[config.mk]
export PLATFORM = sky130hd
export DESIGN_NAME = button_event_decoder
export DESIGN_NICKNAME = d
export VERILOG_FILES = /design/src/rtl/button_event_decoder.sv
export SDC_FILE = /design/constraint.sdc
export NUM_CORES = 1
export LEC_CHECK = 0
export ABC_AREA = 0
export ABC_CLOCK_PERIOD_IN_PS = 2450
export CAP_MARGIN = 40
export CORE_ASPECT_RATIO = 1.25
export CORE_MARGIN = 8
export CORE_UTILIZATION = 40
export DETAILED_ROUTE_END_ITERATION = 16
export GPL_TIMING_DRIVEN = 0
export PLACE_DENSITY = 0.53
export REMOVE_ABC_BUFFERS = 1
export SETUP_SLACK_MARGIN = 0.05
export SKIP_CTS_REPAIR_TIMING = 1
export SLEW_MARGIN = 20
export SYNTH_ARGS = -nofsm -noshare
export SYNTH_HDL_FRONTEND = slang
export SYNTH_SLANG_ARGS = --single-unit
[constraint.sdc]
create_clock -name clk -period 2.45 [get_ports clk]
set_input_delay 0.245 -clock clk [delete_from_list [all_inputs] [get_ports clk]]
set_output_delay 0.245 -clock clk [all_outputs]
set_load 0.02 [all_outputs]
[src/rtl/button_event_decoder.sv]
// Classifies a clean button level into short, double, long and auto-repeat event pulses.
// Latency: every output is registered; a pulse appears one clock after the sample that triggers it.
// Backpressure: none; the decoder reacts to every sample and each pulse lasts exactly one cycle.
module button_event_decoder #(
  parameter int LONG_TIME   = 1000, // consecutive high samples for a long press (>= 2)
  parameter int DOUBLE_GAP  = 300,  // consecutive low samples that close the double-press window (>= 2)
  parameter int REPEAT_TIME = 200,  // repeat pulse period while held (>= 2)
  parameter int CNT_W       = 32    // duration counter width; all times must be < 2**CNT_W
) (
  input  logic clk,
  input  logic reset,
  input  logic i,
  output logic short_press,
  output logic double_press,
  output logic long_press,
  output logic repeat_pulse,
  output logic active,
  output logic held
);

  // Terminal counts: the counter starts at 1 on entry, so the Nth sample sees N-1.
  localparam logic [CNT_W-1:0] LONG_LAST   = CNT_W'(LONG_TIME - 1);
  localparam logic [CNT_W-1:0] GAP_LAST    = CNT_W'(DOUBLE_GAP - 1);
  localparam logic [CNT_W-1:0] REPEAT_LAST = CNT_W'(REPEAT_TIME - 1);
  localparam logic [CNT_W-1:0] CNT_ONE     = CNT_W'(1);

  typedef enum logic [2:0] {
    IDLE   = 3'd0,
    PRESS1 = 3'd1,
    WAIT2  = 3'd2,
    PRESS2 = 3'd3,
    HELD   = 3'd4
  } state_t;

  state_t           state;
  state_t           state_nxt;
  logic [CNT_W-1:0] cnt;
  logic [CNT_W-1:0] cnt_nxt;
  logic             short_nxt;
  logic             double_nxt;
  logic             long_nxt;
  logic             repeat_nxt;

  // Next state, shared duration counter and pulse requests from the current state and level.
  always_comb begin
    state_nxt  = state;
    cnt_nxt    = cnt;
    short_nxt  = 1'b0;
    double_nxt = 1'b0;
    long_nxt   = 1'b0;
    repeat_nxt = 1'b0;
    case (state)
      IDLE: begin
        if (i) begin
          state_nxt = PRESS1;
          cnt_nxt   = CNT_ONE;
        end
      end
      PRESS1: begin
        if (!i) begin
          state_nxt = WAIT2;
          cnt_nxt   = CNT_ONE;
        end else if (cnt == LONG_LAST) begin
          long_nxt  = 1'b1;
          state_nxt = HELD;
          cnt_nxt   = '0;
        end else begin
          cnt_nxt = cnt + CNT_ONE;
        end
      end
      WAIT2: begin
        if (i) begin
          state_nxt = PRESS2;
          cnt_nxt   = CNT_ONE;
        end else if (cnt == GAP_LAST) begin
          // Window closed with no second press: the first press was a lone short press.
          short_nxt = 1'b1;
          state_nxt = IDLE;
          cnt_nxt   = '0;
        end else begin
          cnt_nxt = cnt + CNT_ONE;
        end
      end
      PRESS2: begin
        if (!i) begin
          double_nxt = 1'b1;
          state_nxt  = IDLE;
          cnt_nxt    = '0;
        end else if (cnt == LONG_LAST) begin
          // Second press turned into a hold: report the first press as short alongside the long.
          short_nxt = 1'b1;
          long_nxt  = 1'b1;
          state_nxt = HELD;
          cnt_nxt   = '0;
        end else begin
          cnt_nxt = cnt + CNT_ONE;
        end
      end
      HELD: begin
        if (!i) begin
          state_nxt = IDLE;
          cnt_nxt   = '0;
        end else if (cnt == REPEAT_LAST) begin
          repeat_nxt = 1'b1;
          cnt_nxt    = '0;
        end else begin
          cnt_nxt = cnt + CNT_ONE;
        end
      end
      default: begin
        state_nxt = IDLE;
        cnt_nxt   = '0;
      end
    endcase
  end

  // State, counter and registered outputs; reset discards any press in progress.
  always_ff @(posedge clk) begin
    if (reset) begin
      state        <= IDLE;
      cnt          <= '0;
      short_press  <= 1'b0;
      double_press <= 1'b0;
      long_press   <= 1'b0;
      repeat_pulse <= 1'b0;
      active       <= 1'b0;
      held         <= 1'b0;
    end else begin
      state        <= state_nxt;
      cnt          <= cnt_nxt;
      short_press  <= short_nxt;
      double_press <= double_nxt;
      long_press   <= long_nxt;
      repeat_pulse <= repeat_nxt;
      active       <= (state_nxt != IDLE);
      held         <= (state_nxt == HELD);
    end
  end

endmodule

==> run_1/flops_by_reg.png <==
Other sequential cells in the stronger grey, the rest of the logic in the fainter grey.
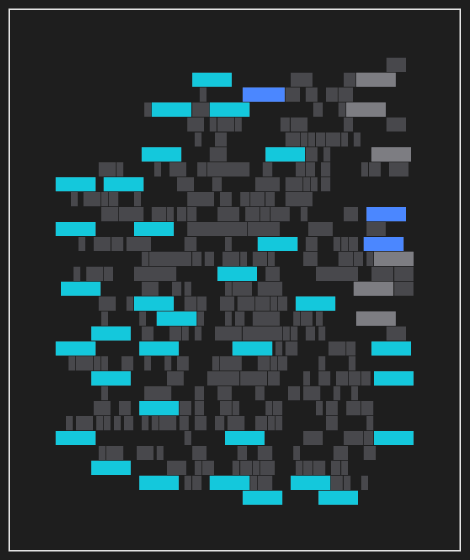
signal	colour	flops
state	blue	3
cnt	cyan	32
not coloured	6
Reg area: 822 um2
flop share of the area: 0.326
Seq group: 0.685 mW
final core utilization: 0.474

==> run_1/io_fan.png <==
The bar under the picture is 20 um long.
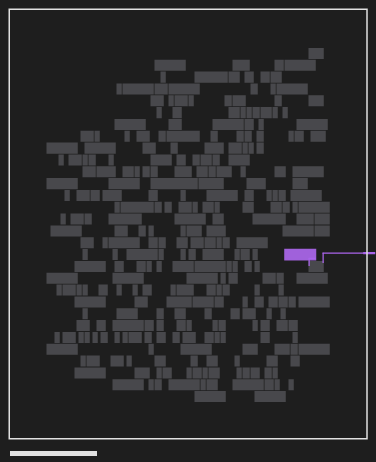
port	colour	direction	edge	end cells	buffers	wire
long_press	purple	output	east	1	1	14.7 um

==> run summary, run 1 <==
impl run done, here's what came out: max reg flops 32, main flop type dfxtp_1, Gate Area 1270 um2, Comb power 0.0964 mW, slowest stage delay, CP 470 ps, fin nets roughly 290, Synth Instances 270, Ys Warns 0, post-route clock period utilization 0.936, Largest Register cnt, Post-Synth Simple-Gate Area 0.377, Inverters excl. clock 13, worst path arrival time approximately 2400 ps, # Taps 64, FP Rows 30, Design Area, Final 2520 um2, P_sw 0.311 mW, share of layout cells above drive strength 1 0.126, dominant logic cell type in the layout nor2_1, Buf+Inv Stages, Crit Path 2, H-tree Lvls 2, Power Density 537 nW/um2, Setup WS pre-CTS -377 ps, Worst VDD drop between 200 and 250 uV, port bufs 8, final WL 5.01 mm, Synth Area in Adders 0.00576, Routability Congestion 0.805, Final Max Slew Viols 0, status completed, ANT cells 0, fraction of registers with async set/reset 0, heaviest power group registers, dpl cell area 2280 um2, wire length on met3 approximately 150 um, crit path launch type register, Top delay family on crit path simple AND/OR/NAND/NOR gates, Top non-seq family simple AND/OR/NAND/NOR gates, Setup WS post-layout between 150 and 200 ps, nonclk buf count 19, vertical die size 98.4 um, max cap viols 0, Max-area cell share 0.378, Tot Pwr 1.36 mW, Top Registers cnt (32), state (3), Comb pwr share 0.071, die area 8060 um2, synth top area cells dfxtp_1 (38%), nor2_1 (7.1%), nand3_1 (5.1%), Clock-cell share 0.0461, Core Area around 5300 um2, Area growth syn-to-layout 16.2%, fp util 0.408, Initial DRT Pass Iterations 4, #FFs+latches synth ~41, Leak 0.849 nW, sequential share of power 0.504, OpenROAD warning count 26, die width 81.9 um, IO Count 9, Late-Pin Clk Latency roughly 300 ps, Max FO, Critical Path 13, clock share of power 0.425, Sw Ratio 0.229, Hold Path Class reg2reg, RSZ-0062 raised after global routing yes, Clk pin slew, worst setup/hold paths 80 ps, Setup crit end kind register, Post-synth top cells dfxtp_1 (41), nor2_1 (41), nand2_1 (29), vias in the first global route around 1800, CTS tree done, Detail Route Antenna Nets 0, initial antenna violation count 0, Clock Power 0.576 mW, final hold vios 0, clock sink count about 40, Synth area leader dfxtp_1, post-DP HPWL 3.46 mm, total gr overflow 0, cell with the biggest individual delay on the critical path nor4_1, Top Layout Cells nor2_1 (41), dfxtp_1 (40), nand2_1 (29), initial DRC count 80, CTS max path bufs 2, Worst-Margin Slew ~650 ps, Data buffer area share 0.0723, setup total negative slack 0 ps, aoi share 0.0939, critical path class reg2reg, pin count of the biggest net entering global routing 20, crit path DRT between 2000 and 3000 ps
==> run_1/congestion.png <==
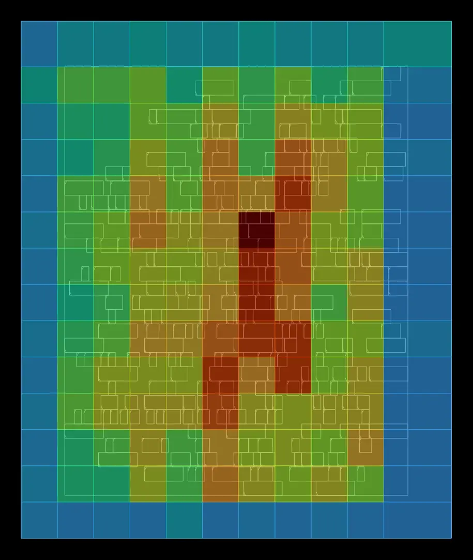
Total GRT Usage: 0.134
drt wl/cell: 14.3 um
met3 Track Usage GR: 0.0313
met1 usage: 0.166
GR peak layer: met2

## run 1: per-stage QoR
step	cells	util	hold slack (ps)
3_5_place_dp	332	0.427	488
2_1_floorplan	259	-	314
3_3_place_gp	331	0.423	485
4_1_cts	340	0.449	500
6_report	350	0.474	493
5_1_grt	350	0.474	532
## run 1: final timing paths
path / startpoint / end / slack [ps] / cells after the start
worst max register to register: cnt[17]$_SDFFE_PP0P_ / cnt[4]$_SDFFE_PP0P_ / 160 / 8
worst min-delay path: cnt[21]$_SDFFE_PP0P_ / cnt[21]$_SDFFE_PP0P_ / 490 / 2
worst min register to register: cnt[21]$_SDFFE_PP0P_ / cnt[21]$_SDFFE_PP0P_ / 490 / 2
worst max-delay path: cnt[17]$_SDFFE_PP0P_ / cnt[4]$_SDFFE_PP0P_ / 160 / 8
==> run_1/layer_met1.png <==
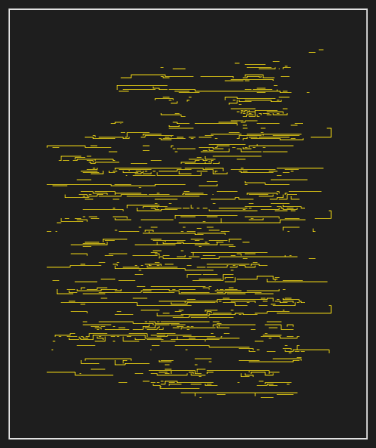

==> run 2: changes to the inputs <==
--- a/config.mk
+++ b/config.mk
@@ -17,7 +17,6 @@
 export REMOVE_ABC_BUFFERS = 1
 export SETUP_SLACK_MARGIN = 0.05
 export SKIP_CTS_REPAIR_TIMING = 1
-export SLEW_MARGIN = 20
 export SYNTH_ARGS = -nofsm -noshare
 export SYNTH_HDL_FRONTEND = slang
 export SYNTH_SLANG_ARGS = --single-unit
==> run_2/layer_met1.png <==
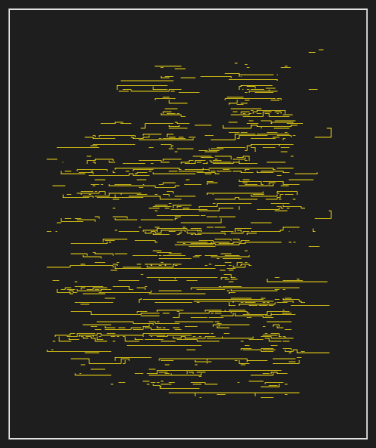
longest straight run	29.9 um
share of all routed wire	47%
met1 usage: 0.160
final WL: 4.91 mm
DR vias: 1917

==> run_2/flops_by_reg.png <==
Other sequential cells in the stronger grey, the rest of the logic in the fainter grey.
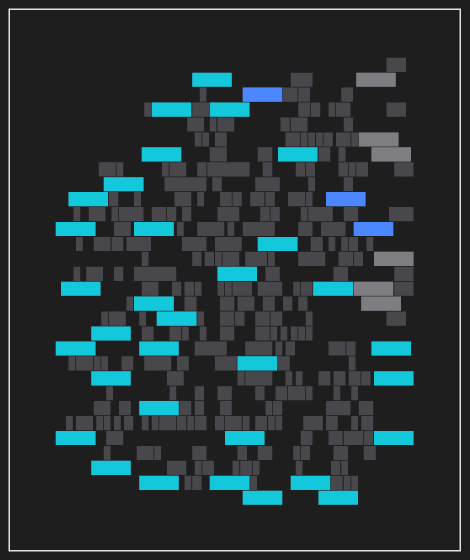
signal	colour	flops
cnt	cyan	32
state	blue	3
not coloured	6

==> run 2 against run 1 <==
Against the previous run: cell area down 1.4%; critical endpoint is now cnt[20]$_SDFFE_PP0P_; core utilization is 0.66 points lower; largest power group unchanged; sequential power about the same; critical path type unchanged; via count rose by 1.4%.
==> run summary, run 2 <==
impl run done, here's what came out: status completed (unchanged), total gr overflow 0 (unchanged), FP Rows 30 (unchanged), CTS max path bufs 2 (unchanged), synth top area cells dfxtp_1 (38%), nor2_1 (7.1%), nand3_1 (5.1%) (unchanged), non-filler instance count after layout 350 (unchanged), main flop type dfxtp_1 (unchanged), Top Layout Cells nor2_1 (41), dfxtp_1 (41), nand2_1 (29) (was nor2_1 (41), dfxtp_1 (40), nand2_1 (29)), Routability Congestion 0.805 (unchanged), Post-synth top cells dfxtp_1 (41), nor2_1 (41), nand2_1 (29) (unchanged), Top Registers cnt (32), state (3) (unchanged), Top non-seq family simple AND/OR/NAND/NOR gates (unchanged), Worst VDD drop 266 uV (was 239 uV), Top delay family on crit path simple AND/OR/NAND/NOR gates (unchanged), IO Count 9 (unchanged), Detail Route Antenna Nets 0 (unchanged), DP Cell Count 333 (was 332), P_sw 0.288 mW (was 0.311 mW), #FFs+latches synth 41 (unchanged), Synth area leader dfxtp_1 (unchanged), Comb pwr share 0.077 (was 0.071), pin count of the biggest net entering global routing 20 (unchanged), Max-area cell share 0.378 (unchanged), Late-Pin Clk Latency 280 ps (was 300 ps), fp util 0.408 (unchanged), fraction of registers with async set/reset 0 (unchanged), Worst-Margin Slew 643 ps (was 648 ps), Area growth syn-to-layout 14.6% (was 16.2%), hold depth 2 (unchanged), Power Density 491 nW/um2 (was 537 nW/um2), ANT cells 0 (unchanged), fin nets 290 (was 289), FF-to-FF Start state[0]$_SDFF_PP0_ (was cnt[17]$_SDFFE_PP0P_), hold_sp i (was cnt[21]$_SDFFE_PP0P_), Tot Pwr 1.22 mW (was 1.36 mW), WP depth 6 (was 8), Design Area, Final 2490 um2 (was 2520 um2), Seq group 0.683 mW (was 0.685 mW), post-route clock period utilization 0.911 (was 0.936), worst r2r path cells 6 (was 8), final core utilization 0.467 (was 0.474), initial antenna violation count 0 (unchanged), drt wl/cell 14.0 um (was 14.3 um), RSZ-0062 raised after global routing no (was yes), die area 8060 um2 (unchanged), max cap viols 0 (unchanged)
[run 2: worst paths after layout]
path,slack (ps),end
min,470,double_press$_SDFF_PP0_
min reg2reg,490,cnt[21]$_SDFFE_PP0P_
max reg2reg,220,cnt[20]$_SDFFE_PP0P_
max,220,cnt[20]$_SDFFE_PP0P_
[run 2: final cells by class]
cell class / count / area share
multi-input combinational: 205 / 0.512
sequential: 41 / 0.330
timing repair buffer: 20 / 0.0724
clock buffer: 7 / 0.0347
tap: 64 / 0.0322
inverter: 13 / 0.0196
[run 2: routing by layer]
layer  vias to the layer above  routed length, um  track usage
li1                        989                  -            -
met4                         0                 51       0.0434
met1                       898               2330        0.160
met5                         -                  0            0
met2                        26               2380        0.208
met3                         4                147       0.0331
Power is estimated from default activity; no workload was simulated.
